--- src/rtl/dm_cache_ctrl.sv ---
// Direct-mapped, write-through, no-write-allocate cache controller with
// single-word lines. It sits in front of a synchronous-read RAM, serves a
// CPU request/done handshake and keeps saturating read hit/miss counters.
module dm_cache_ctrl #(
  parameter int AWIDTH    = 3,
  parameter int DWIDTH    = 32,
  parameter int IDX_WIDTH = 1,
  parameter int CNT_WIDTH = 16
) (
  input  logic                 clock,
  input  logic                 reset,
  input  logic                 cpu_req,
  input  logic                 cpu_we,
  input  logic [AWIDTH-1:0]    cpu_addr,
  input  logic [DWIDTH-1:0]    cpu_wdata,
  output logic                 cpu_ready,
  output logic                 cpu_done,
  output logic [DWIDTH-1:0]    cpu_rdata,
  output logic [AWIDTH-1:0]    mem_addr,
  output logic [DWIDTH-1:0]    mem_din,
  output logic                 mem_we,
  input  logic [DWIDTH-1:0]    mem_dout,
  output logic [CNT_WIDTH-1:0] hit_count,
  output logic [CNT_WIDTH-1:0] miss_count
);

  localparam int LINES = 1 << IDX_WIDTH;
  localparam int TW    = AWIDTH - IDX_WIDTH;

  typedef enum logic [2:0] {
    IDLE     = 3'd0,
    MEM_RD   = 3'd1,
    MEM_WAIT = 3'd2,
    MEM_WR   = 3'd3,
    RESP     = 3'd4
  } state_t;

  state_t state_reg, state_next;

  // Latched request; drives the RAM address/data directly.
  logic [AWIDTH-1:0]    req_addr_reg;
  logic [DWIDTH-1:0]    req_wdata_reg;
  logic                 req_we_reg;

  // Line storage: only the valid bits are reset.
  logic [LINES-1:0]     valid_reg;
  logic [TW-1:0]        tag_mem  [LINES];
  logic [DWIDTH-1:0]    data_mem [LINES];

  logic [DWIDTH-1:0]    rdata_reg;
  logic [CNT_WIDTH-1:0] hit_reg;
  logic [CNT_WIDTH-1:0] miss_reg;

  logic [IDX_WIDTH-1:0] cpu_idx;
  logic [TW-1:0]        cpu_tag;
  logic [IDX_WIDTH-1:0] req_idx;
  logic [TW-1:0]        req_tag;
  logic                 cpu_hit;
  logic                 req_hit;
  logic                 accept;
  logic                 line_wr_en;
  logic [DWIDTH-1:0]    line_wr_data;

  assign cpu_idx = cpu_addr[IDX_WIDTH-1:0];
  assign cpu_tag = cpu_addr[AWIDTH-1:IDX_WIDTH];
  assign req_idx = req_addr_reg[IDX_WIDTH-1:0];
  assign req_tag = req_addr_reg[AWIDTH-1:IDX_WIDTH];

  assign cpu_hit = valid_reg[cpu_idx] && (tag_mem[cpu_idx] == cpu_tag);
  assign req_hit = valid_reg[req_idx] && (tag_mem[req_idx] == req_tag);
  assign accept  = (state_reg == IDLE) && cpu_req;

  // A line is written on miss refill, or on a write that hits (no allocate).
  assign line_wr_en   = (state_reg == MEM_WAIT) || ((state_reg == MEM_WR) && req_hit);
  assign line_wr_data = (state_reg == MEM_WAIT) ? mem_dout : req_wdata_reg;

  // Outputs decoded straight from the state register and request latch.
  assign cpu_ready  = (state_reg == IDLE);
  assign cpu_done   = (state_reg == RESP);
  assign mem_we     = (state_reg == MEM_WR);
  assign mem_addr   = req_addr_reg;
  assign mem_din    = req_wdata_reg;
  assign cpu_rdata  = rdata_reg;
  assign hit_count  = hit_reg;
  assign miss_count = miss_reg;

  // Next-state logic.
  always_comb begin
    state_next = state_reg;
    case (state_reg)
      IDLE: begin
        if (cpu_req) begin
          if (cpu_we)       state_next = MEM_WR;
          else if (cpu_hit) state_next = RESP;
          else              state_next = MEM_RD;
        end
      end
      MEM_RD:   state_next = MEM_WAIT;
      MEM_WAIT: state_next = RESP;
      MEM_WR:   state_next = RESP;
      RESP:     state_next = IDLE;
      default:  state_next = IDLE;
    endcase
  end

  // State, request latch, valid bits, read data and counters.
  always_ff @(posedge clock) begin
    if (reset) begin
      state_reg     <= IDLE;
      req_addr_reg  <= '0;
      req_wdata_reg <= '0;
      req_we_reg    <= 1'b0;
      valid_reg     <= '0;
      rdata_reg     <= '0;
      hit_reg       <= '0;
      miss_reg      <= '0;
    end else begin
      state_reg <= state_next;
      if (accept) begin
        req_addr_reg  <= cpu_addr;
        req_wdata_reg <= cpu_wdata;
        req_we_reg    <= cpu_we;
        if (!cpu_we) begin
          if (cpu_hit) begin
            rdata_reg <= data_mem[cpu_idx];
            if (hit_reg != {CNT_WIDTH{1'b1}}) hit_reg <= hit_reg + CNT_WIDTH'(1);
          end else begin
            if (miss_reg != {CNT_WIDTH{1'b1}}) miss_reg <= miss_reg + CNT_WIDTH'(1);
          end
        end
      end
      if (state_reg == MEM_WAIT) begin
        rdata_reg          <= mem_dout;
        valid_reg[req_idx] <= 1'b1;
      end
    end
  end

  // Tag and data arrays; an abandoned refill during reset leaves them alone.
  always_ff @(posedge clock) begin
    for (int i = 0; i < LINES; i++) begin
      if (!reset && line_wr_en && (req_idx == IDX_WIDTH'(i))) begin
        tag_mem[i]  <= req_tag;
        data_mem[i] <= line_wr_data;
      end
    end
  end

endmodule
--- config.mk ---
export PLATFORM = sky130hd
export DESIGN_NAME = dm_cache_ctrl
export DESIGN_NICKNAME = d
export VERILOG_FILES = /design/src/rtl/dm_cache_ctrl.sv
export SDC_FILE = /design/constraint.sdc
export NUM_CORES = 1
export LEC_CHECK = 0
export CORE_MARGIN = 1
export CORE_UTILIZATION = 45
export CTS_CLUSTER_DIAMETER = 40
export DETAILED_ROUTE_END_ITERATION = 7
export PLACE_DENSITY = 0.76
export SYNTH_ARGS = -nofsm -noshare
export SYNTH_HDL_FRONTEND = slang
export SYNTH_SLANG_ARGS = --single-unit
export TNS_END_PERCENT = 30
--- constraint.sdc ---
create_clock -name clock -period 2.7 [get_ports clock]
set_input_delay 0.27 -clock clock [delete_from_list [all_inputs] [get_ports clock]]
set_output_delay 0.27 -clock clock [all_outputs]
set_load 0.01 [all_outputs]
Fig. 1: run 1, the metal 1 layer
Scale: 4 px per um.
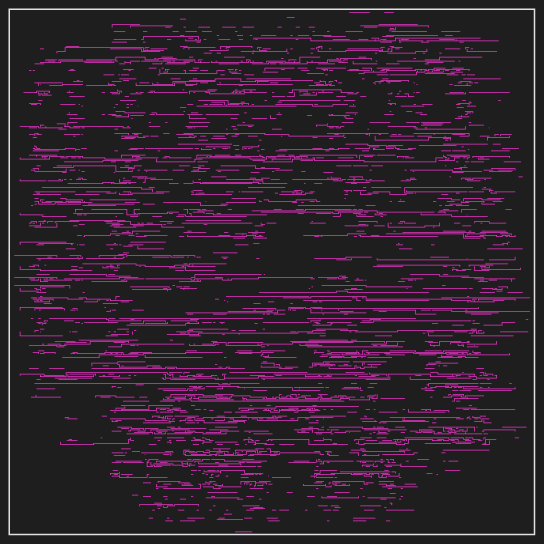
share of all routed wire: 45%
nets with wire on the layer: 858

Fig. 2: run 1, a small window of the routed layout
Region (20, 86) to (45, 111) um. Cells in grey, sequential cells in the stronger grey; small squares are vias.
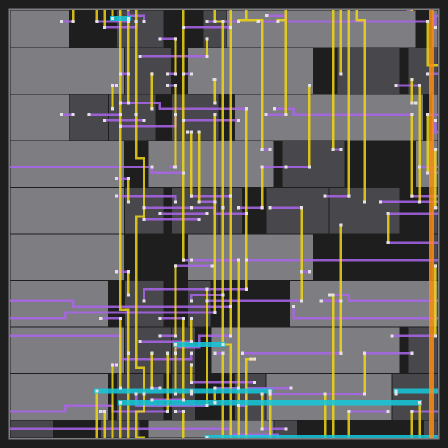
legend:
  met1:
    colour: purple
  met4:
    colour: orange
  met3:
    colour: cyan
  met2:
    colour: yellow
cells with their middle in the window: 38
sequential cells in the window: 15
most frequent: edfxtp_1 (11)
netlist names of flops here include: `data_mem` (11), `cpu_rdata` (3)

Fig. 3: run 1, track usage over the die
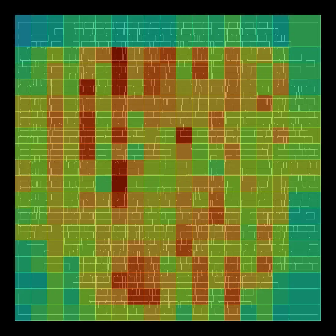
GR Util met2: 37.3%
WL/cell: 16.6 um
Core Util, Final: 62.8%
GR peak layer: met2

Fig. 4: run 1, placement by cell class
Scale: 3 px per um.
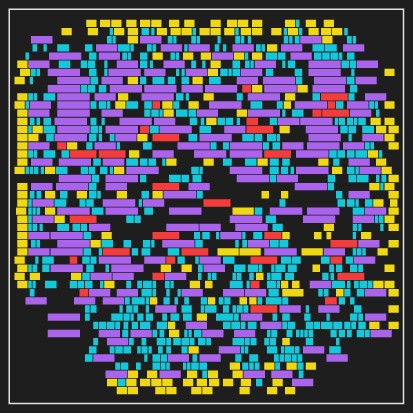
legend:
  clock drivers and dummy loads:
    colour: red
    cells: 32
    share_of_their_area: 5.8%
  other buffers and delay cells:
    colour: yellow
    cells: 194
    share_of_their_area: 20%
  flops:
    colour: purple
    cells: 173
    share_of_their_area: 42%
  all other logic:
    colour: cyan
    cells: 503
    share_of_their_area: 32%

==> reports/results.ini, run 1 <==
[synth]
synthCells = 728
xor_share_pct = 0.702
topCellsByArea = dfxtp_1 28%, edfxtp_1 27%, mux2_2 5.4%
top_area_share_pct = 28.1
syn-num-nets = 801
ys_sh_adder_pct = 0.334
ys_seq_share_pct = 55.4
post_synth_num_cell_types = 47

[pwr]
internal_power_mw = 4.39
peakVddDrop_v = 0.000456
power.density_mw_per_mm2 = 583
p_comb_share_pct = 11.4
p_sw_share_pct = 25.5
p_leak_nw = 3.31

[sta]
fin_crit_sh_pct = 84.0
layout_setup_ws_ps = 432
hold_violations = 0
worst_slew_pin_slew_ps = 720
tns_ps = 0
period_needed_ps = 2270

[job]
log.warning_count = 27
cap_violations = 0

[placement]
place_area_sq_mm = 0.00952
gp_congestion = 0.807
dp_cells = 1086

[critical_path]
crit_required_ps = 2990
cp_data_arrival_time_ps = 2560
crit_buf_inv = 1
cp-start-kind = register
endpoint = cpu_rdata[10]
cp-end-kind = register

[floorplanning]
die_y_um = 131
die_w_um = 131
dieArea_sq_mm = 0.0171

[routing]
vias = 6091
viasPerCell = 5.45
wl_met1_um = 8290
antenna_left = 0

[clocking]
htreeDepth = 4
cts.sinks = 173
clkTransAtPathRegs_ps = 70
clkLatencyLatePin_ps = 430
clockBufferDepth = 2

[global_route]
antenna_found_initial = 0
grt_start_max_net_pins = 64
grtUsageMet1_pct = 28.4
track_usage_pct = 22.2
grt_overflow = 0
grt_pass1_wl_um = 28700

[finish]
nonClockBufferCount = 194
logic_area_sq_mm = 0.00313
comb-cell-share_pct = 31.0
mostFrequentLayoutCells = 170 x clkdlybuf4s50_1, 105 x dfxtp_1, 83 x nand2_1, 68 x edfxtp_1, 63 x a21oi_1
fillers = 1287
lay_top_count = clkdlybuf4s50_1
buf_share_pct = 19.2
area_growth_pct = 34.9
n_antenna_cell = 0
clk_share_pct = 5.65
fin_area_sq_mm = 0.0101
num-nonclk-inverters = 9

[status]
status = completed

[worst_hold_path]
min_path_type = input port to register

==> inputs of run 2 (changes only) <==
CORE_UTILIZATION = 50   (was 45)
PLACE_DENSITY = 0.8   (was 0.76)
clock period = 2.2 ns   (was 2.7 ns; I/O delays follow)
Fig. 5: run 2, track usage over the die
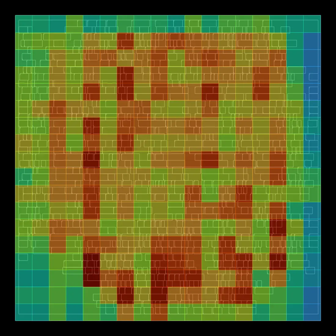
WL/cell: 17.8 um
GR Util met2: 43.5%

Fig. 6: run 2, placement by cell class
Scale: 3 px per um.
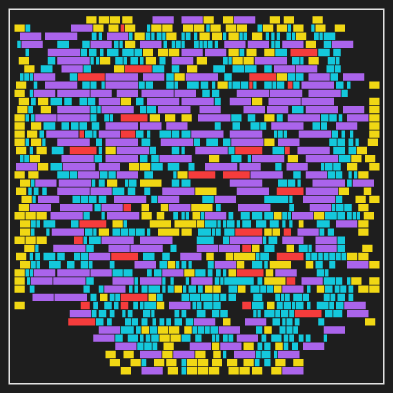
legend:
  all other logic:
    colour: cyan
    cells: 503
    share_of_their_area: 32%
  clock drivers and dummy loads:
    colour: red
    cells: 32
    share_of_their_area: 5.5%
  flops:
    colour: purple
    cells: 173
    share_of_their_area: 41%
  other buffers and delay cells:
    colour: yellow
    cells: 215
    share_of_their_area: 21%

==> reports/results.ini, run 2 <==
[sta]
tns_ps = 0
period_needed_ps = 2130
hold_violations = 0
worst_slew_pin_slew_ps = 663
layout_setup_ws_ps = 72.5

[floorplanning]
die_w_um = 124
die_y_um = 124
dieArea_sq_mm = 0.0155

[finish]
logic_area_sq_mm = 0.00316
lay_top_count = clkdlybuf4s50_1
fin_area_sq_mm = 0.0103
final_util_pct = 70.4
num-nonclk-inverters = 9
area_growth_pct = 37.3
clk_share_pct = 5.38
comb-cell-share_pct = 30.8
fillers = 1022
nonClockBufferCount = 215

[synth]
syn-num-nets = 801
synthCells = 728
post_synth_num_cell_types = 47
top_area_share_pct = 28.1
ys_seq_share_pct = 55.4
xor_share_pct = 0.702
topCellsByArea = dfxtp_1 28%, edfxtp_1 27%, mux2_2 5.4%

[worst_hold_path]
min_path_type = input port to register

[global_route]
antenna_found_initial = 0
grt_pass1_wl_um = 31900
grtUsageMet1_pct = 31.6
grt_overflow = 0
grt_start_max_net_pins = 65
track_usage_pct = 25.8
gr-max-usage-layer = met2

[clocking]
clkTransAtPathRegs_ps = 60
cts.sinks = 173
htreeDepth = 4

[placement]
place_area_sq_mm = 0.00969
gp_congestion = 0.827
dp_cells = 1075

[critical_path]
crit_required_ps = 2520
cp-end-kind = register
cp_data_arrival_time_ps = 2440
endpoint = hit_count[5]
cp-start-kind = register

[pwr]
power.density_mw_per_mm2 = 701
p_sw_share_pct = 24.2
p_leak_nw = 3.43
peakVddDrop_v = 0.000623
p_comb_share_pct = 12.1
internal_power_mw = 5.46

[routing]
viasPerCell = 5.86
wl_met1_um = 8260

[status]
status = completed

[job]
cap_violations = 0

Fig. 7: run 2, the metal 1 layer
Scale: 4 px per um.
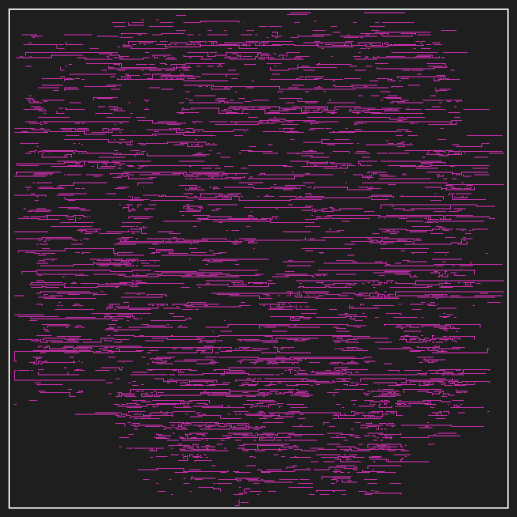
longest straight run: 39.1 um
main direction: horizontal

